===== config.mk =====
export PLATFORM = sky130hd
export DESIGN_NAME = fwrisc_prog_loader
export DESIGN_NICKNAME = d
export VERILOG_FILES = /design/src/rtl/fwrisc_loader_pkg.sv /design/src/rtl/fwrisc_byte_packer.sv /design/src/rtl/fwrisc_prog_loader.sv
export SDC_FILE = /design/constraint.sdc
export NUM_CORES = 1
export LEC_CHECK = 0
export CAP_MARGIN = 10
export CORE_AREA = 2 2 127 129
export DETAILED_ROUTE_END_ITERATION = 7
export DIE_AREA = 0 0 129 131
export HOLD_SLACK_MARGIN = 0.15
export PLACE_DENSITY_LB_ADDON = 0.08
export SKIP_LAST_GASP = 1
export SYNTH_ARGS = -nofsm -noshare
export SYNTH_HDL_FRONTEND = slang
export SYNTH_SLANG_ARGS = --single-unit

===== constraint.sdc =====
create_clock -name clock -period 4.7 [get_ports clock]
set_clock_uncertainty 0.2 [all_clocks]
set_input_delay 1.175 -clock clock [delete_from_list [all_inputs] [get_ports clock]]
set_output_delay 1.175 -clock clock [all_outputs]
set_load 0.02 [all_outputs]

===== src/rtl/fwrisc_loader_pkg.sv =====
// Shared state encoding and default parameters for the FWRISC program loader.
// The end marker default can be overridden per instance through the END_MARKER parameter.
package fwrisc_loader_pkg;

    localparam logic [1:0] ST_LOAD = 2'd0;
    localparam logic [1:0] ST_DONE = 2'd1;
    localparam logic [1:0] ST_FULL = 2'd2;

    typedef enum logic [1:0] {
        LOAD = ST_LOAD,
        DONE = ST_DONE,
        FULL = ST_FULL
    } loader_state_e;

    localparam logic [31:0] DEFAULT_END_MARKER     = 32'hFFFF_FFFF;
    localparam int          DEFAULT_ITCM_DEPTH     = 4096;
    localparam int          DEFAULT_TIMEOUT_CYCLES = 1000000;

endpackage


===== src/rtl/fwrisc_byte_packer.sv =====
// Shifts received bytes into a big-endian word and flags the cycle in which
// the fourth byte arrives; the completed word is presented combinationally.
module fwrisc_byte_packer (
   input  logic        clock,
   input  logic        reset,
   input  logic        en_i,
   input  logic        clear_i,
   input  logic [7:0]  rx_data_i,
   input  logic        rx_valid_i,
   output logic [31:0] word_o,
   output logic        word_valid_o,
   output logic        partial_o
);

   // Only the first three bytes need storage; the fourth is taken straight from the input.
   logic [23:0] shift_q, shift_d;
   logic [1:0]  idx_q, idx_d;
   logic        take;

   assign take         = en_i && rx_valid_i;
   assign word_o       = {shift_q, rx_data_i};
   assign word_valid_o = take && (idx_q == 2'd3);
   assign partial_o    = (idx_q != 2'd0);

   always_comb begin
      shift_d = shift_q;
      idx_d   = idx_q;
      if (clear_i) begin
         shift_d = '0;
         idx_d   = '0;
      end else if (take) begin
         shift_d = {shift_q[15:0], rx_data_i};
         idx_d   = idx_q + 2'd1;
      end
   end

   always_ff @(posedge clock) begin
      if (reset) begin
         shift_q <= '0;
         idx_q   <= '0;
      end else begin
         shift_q <= shift_d;
         idx_q   <= idx_d;
      end
   end

endmodule


===== src/rtl/fwrisc_prog_loader.sv =====
// Program loader: packs UART bytes into words, writes them to consecutive ITCM
// addresses and releases the core once the end marker, a full ITCM or a timeout ends loading.
module fwrisc_prog_loader
   import fwrisc_loader_pkg::*;
#(
   parameter int          ITCM_DEPTH     = DEFAULT_ITCM_DEPTH,
   parameter int          ADDR_W         = $clog2(ITCM_DEPTH),
   parameter logic [31:0] END_MARKER     = DEFAULT_END_MARKER,
   parameter int          TIMEOUT_CYCLES = DEFAULT_TIMEOUT_CYCLES
) (
   input  logic              clock,
   input  logic              reset,
   input  logic [7:0]        rx_data_i,
   input  logic              rx_valid_i,
   output logic              rx_en_o,
   output logic              itcm_full_o,
   output logic              wr_en_o,
   output logic [ADDR_W-1:0] wr_addr_o,
   output logic [31:0]       wr_data_o,
   output logic [ADDR_W:0]   word_cnt_o,
   output logic [31:0]       checksum_o,
   output logic              done_o,
   output logic              overflow_o,
   output logic              timeout_err_o,
   output logic              core_hold_o
);

   localparam int                TMO_W     = $clog2(TIMEOUT_CYCLES + 1);
   localparam logic [ADDR_W-1:0] LAST_ADDR = ADDR_W'(ITCM_DEPTH - 1);
   localparam logic [TMO_W-1:0]  TMO_LAST  = TMO_W'(TIMEOUT_CYCLES - 1);

   loader_state_e     state_q, state_d;
   logic [ADDR_W-1:0] addr_q, addr_d;
   logic [ADDR_W:0]   cnt_q, cnt_d;
   logic [31:0]       csum_q, csum_d;
   logic              wr_en_q, wr_en_d;
   logic [ADDR_W-1:0] wr_addr_q, wr_addr_d;
   logic [31:0]       wr_data_q, wr_data_d;
   logic [TMO_W-1:0]  tmo_q, tmo_d;
   logic              tmo_err_q, tmo_err_d;

   logic              in_load;
   logic              timeout_hit;
   logic [31:0]       word;
   logic              word_valid;
   logic              partial;

   assign in_load     = (state_q == LOAD);
   assign timeout_hit = in_load && partial && !rx_valid_i && (tmo_q == TMO_LAST);

   fwrisc_byte_packer u_packer (
      .clock        (clock),
      .reset        (reset),
      .en_i         (in_load),
      .clear_i      (timeout_hit),
      .rx_data_i    (rx_data_i),
      .rx_valid_i   (rx_valid_i),
      .word_o       (word),
      .word_valid_o (word_valid),
      .partial_o    (partial)
   );

   always_comb begin
      state_d   = state_q;
      addr_d    = addr_q;
      cnt_d     = cnt_q;
      csum_d    = csum_q;
      wr_en_d   = 1'b0;
      wr_addr_d = wr_addr_q;
      wr_data_d = wr_data_q;
      tmo_d     = tmo_q;
      tmo_err_d = tmo_err_q;

      if (in_load) begin
         // The write to the last ITCM word ends loading one cycle after the strobe.
         if (wr_en_q && (wr_addr_q == LAST_ADDR))
            state_d = FULL;

         if (word_valid) begin
            if (word == END_MARKER) begin
               state_d = DONE;
            end else begin
               wr_en_d   = 1'b1;
               wr_addr_d = addr_q;
               wr_data_d = word;
               addr_d    = (addr_q == LAST_ADDR) ? addr_q : addr_q + 1'b1;
               cnt_d     = cnt_q + 1'b1;
               csum_d    = csum_q + word;
            end
         end

         if (rx_valid_i) begin
            tmo_d = '0;
         end else if (partial) begin
            if (timeout_hit) begin
               state_d   = DONE;
               tmo_err_d = 1'b1;
            end else begin
               tmo_d = tmo_q + 1'b1;
            end
         end else begin
            tmo_d = '0;
         end
      end
   end

   always_ff @(posedge clock) begin
      if (reset) begin
         state_q   <= LOAD;
         addr_q    <= '0;
         cnt_q     <= '0;
         csum_q    <= '0;
         wr_en_q   <= 1'b0;
         wr_addr_q <= '0;
         wr_data_q <= '0;
         tmo_q     <= '0;
         tmo_err_q <= 1'b0;
      end else begin
         state_q   <= state_d;
         addr_q    <= addr_d;
         cnt_q     <= cnt_d;
         csum_q    <= csum_d;
         wr_en_q   <= wr_en_d;
         wr_addr_q <= wr_addr_d;
         wr_data_q <= wr_data_d;
         tmo_q     <= tmo_d;
         tmo_err_q <= tmo_err_d;
      end
   end

   assign rx_en_o       = in_load;
   assign core_hold_o   = in_load;
   assign done_o        = !in_load;
   assign itcm_full_o   = (state_q == FULL);
   assign overflow_o    = (state_q == FULL);
   assign timeout_err_o = tmo_err_q;
   assign wr_en_o       = wr_en_q;
   assign wr_addr_o     = wr_addr_q;
   assign wr_data_o     = wr_data_q;
   assign word_cnt_o    = cnt_q;
   assign checksum_o    = csum_q;

endmodule

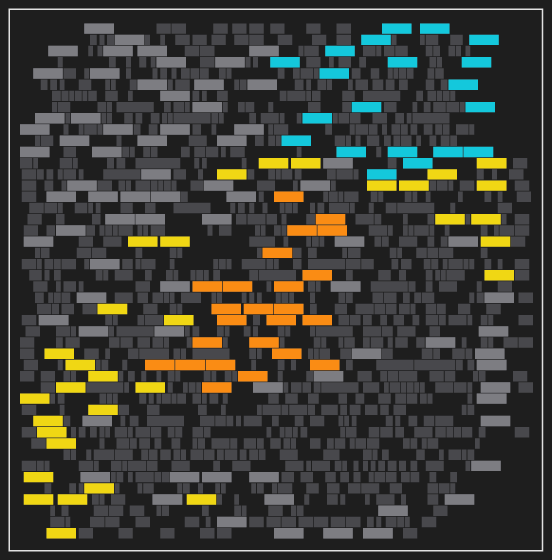
Fig. 1. Register map, names as in the netlist (run 1).
Other sequential cells in the stronger gray, the rest of the logic in the fainter gray.
color	netlist name	sequential cells
cyan	tmo_q	20
orange	u_packer.shift_q	24
yellow	wr_data_o	32

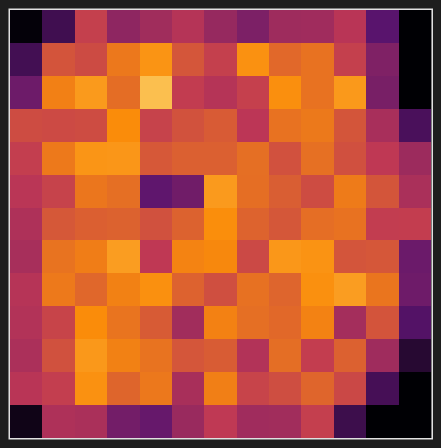
Fig. 2. Cell area per tile (run 1).
13 x 13 tiles, from black (low) to pale yellow (high), 0 to 100% covered.
fullest tile	86%
nearly empty tiles	4.1%
tiles over 75% full	11%

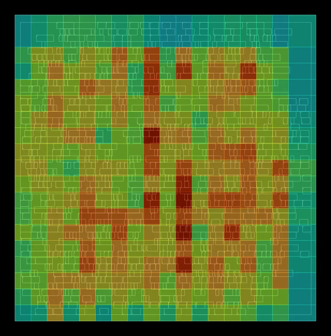
Fig. 3. Routing congestion map (run 1).
final core occ: 60.0%
GRT busiest layer: met2
M2 GR Usage: 36.3%
mean routed wirelength per cell: 15.0 microns
met1 Track Usage GR: 31.9%

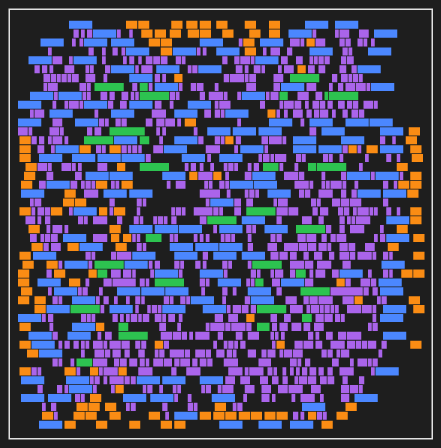
Fig. 4. Cells colored by class (run 1).
color	class	cells
green	clock drivers and dummy loads	32
purple	remaining logic cells	749
blue	registers	151
orange	remaining buffers and delay cells	128

==> results.yml, run 1 <==
# implementation run metrics
timing:
  hold_violations: 0
  setup_viol: 0
  max_freq_mhz: 232
setup_path:
  path_cells: "clkdlybuf4s50_1 > ha_1 > fa_1 > a21o_1 > a221o_1 > a41o_1 > and3_1 > or3_4 > a2111oi_4 > nor3_1 > o311a_1"
  worst-r2r-cell-count: 10
  end_kind: "flop"
  critPathArrivalTime_ps: 4410
  critPathKind: "in -> reg"
  max_stage_delay_ps: 430
power_and_ir_drop:
  seq_power_share_pct: 46.9
clock_tree:
  clk_pin_slew_ps: 60
  cts_hold_buf: 0
  cts_max_level: 4
  cts_setup_buffers: 0
  clkLatencyLatePin_ps: 430
  root_buffer: "clkbuf_16"
yosys:
  synth_cells: 948
  synth.top_cell.area_share_pct: 40.7
  aoi_share_pct: 18.1
  yosys_area_sq_um: 7430
  synthMuxAreaShare_pct: 1.09
  flop_cell: "dfxtp_1"
floorplan:
  row_count: 46
  chip_area_sq_um: 16900
global_route:
  overflow: 0
  grtUsageMet3_pct: 5.82
  grt_pass1_vias: 6253
final_layout:
  layout_top_cell: "nand2_1"
  sequential_cell_total: 151
  logic_area_sq_um: 4200
detailed_routing:
  post_drt_via_cell_ratio: 5.31
  wl_met1_microns: 9640
placed_design:
  io_buffers: 106
  dp_slack_ps: -19.8
min_path:
  holdPathStages: 2
status:
  status: "completed"
--- run 2 (diff from run 1) ---
Settings changed: SKIP_LAST_GASP 1 to unset.
==> results.yml, run 2 <==
# implementation run metrics
global_route:
  overflow: 0
  busiest_layer: "met2"
  grtUsageMet3_pct: 5.82
  gr-usage-met1_pct: 31.9
  grtUsageMet2_pct: 36.3
yosys:
  yosys_area_sq_um: 7430
  flop_cell: "dfxtp_1"
setup_path:
  critPathArrivalTime_ps: 4410
  end_kind: "flop"
timing:
  max_freq_mhz: 232
  setup_viol: 0
floorplan:
  chip_area_sq_um: 16900
placed_design:
  dp_slack_ps: -19.8
clock_tree:
  cts_hold_buf: 0
  clk_pin_slew_ps: 60
  cts_max_level: 4
  root_buffer: "clkbuf_16"
status:
  status: "completed"
power_and_ir_drop:
  seq_power_share_pct: 46.9
final_layout:
  logic_area_sq_um: 4200
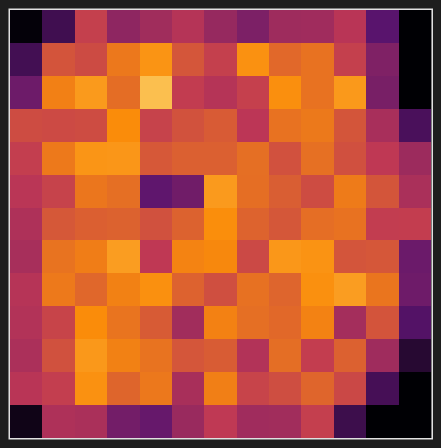
Fig. 5. Cell area per tile (run 2).
13 x 13 tiles, from black (low) to pale yellow (high), 0 to 100% covered.
mean over tiles	54%
nearly empty tiles	4.1%
fullest tile	86%
tiles over 75% full	11%

--- run 3 (diff from run 2) ---
Settings changed: ABC_CLOCK_PERIOD_IN_PS set to 4700, CORE_AREA 2 2 127 129 to 4 4 129 131, DIE_AREA 0 0 129 131 to 0 0 133 135.
==> results.yml, run 3 <==
# implementation run metrics
status:
  status: "completed"
setup_path:
  worst-path-buf-inv: 1
  critPathKind: "in -> reg"
  worst-r2r-cell-count: 10
  end_kind: "flop"
  max_stage_delay_ps: 440
  path_cells: "clkdlybuf4s50_1 > ha_1 > fa_1 > a21o_1 > a221o_1 > a41o_1 > and3_1 > or3_4 > a2111oi_4 > nor3_1 > o311a_1"
  critPathArrivalTime_ps: 4450
global_route:
  grt_pass1_vias: 6352
  grtUsageMet3_pct: 5.96
  busiest_layer: "met2"
  gr-usage-met1_pct: 31.3
  overflow: 0
placed_design:
  dp_slack_ps: -43.7
  io_buffers: 106
yosys:
  synthMuxAreaShare_pct: 1.09
  ys_ff: 151
  yosys_area_sq_um: 7430
  aoi_share_pct: 18.1
  flop_cell: "dfxtp_1"
  synth.top_cell.area_share_pct: 40.7
  synth_cells: 948
clock_tree:
  cts_hold_buf: 0
  cts_setup_buffers: 0
  cts_max_level: 4
  root_buffer: "clkbuf_16"
  clkLatencyLatePin_ps: 430
  clk_pin_slew_ps: 60
final_layout:
  layout_top_cell: "nand2_1"
  logic_area_sq_um: 4190
  sequential_cell_total: 151
detailed_routing:
  wl_per_cell_microns: 15.5
  post_drt_via_cell_ratio: 5.41
  wl_met1_microns: 9690
  highest_layer: "met4"
floorplan:
  chip_area_sq_um: 18000
min_path:
  holdPathStages: 2
power_and_ir_drop:
  seq_power_share_pct: 46.2
timing:
  hold_violations: 0
  whs_ps: 253
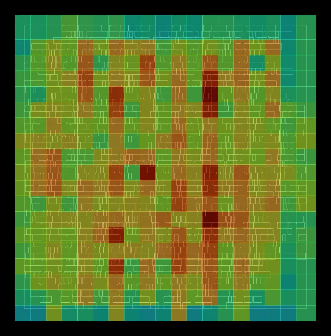
Fig. 6. Routing congestion map (run 3).
final core occ: 60.1%
M2 GR Usage: 33.7%

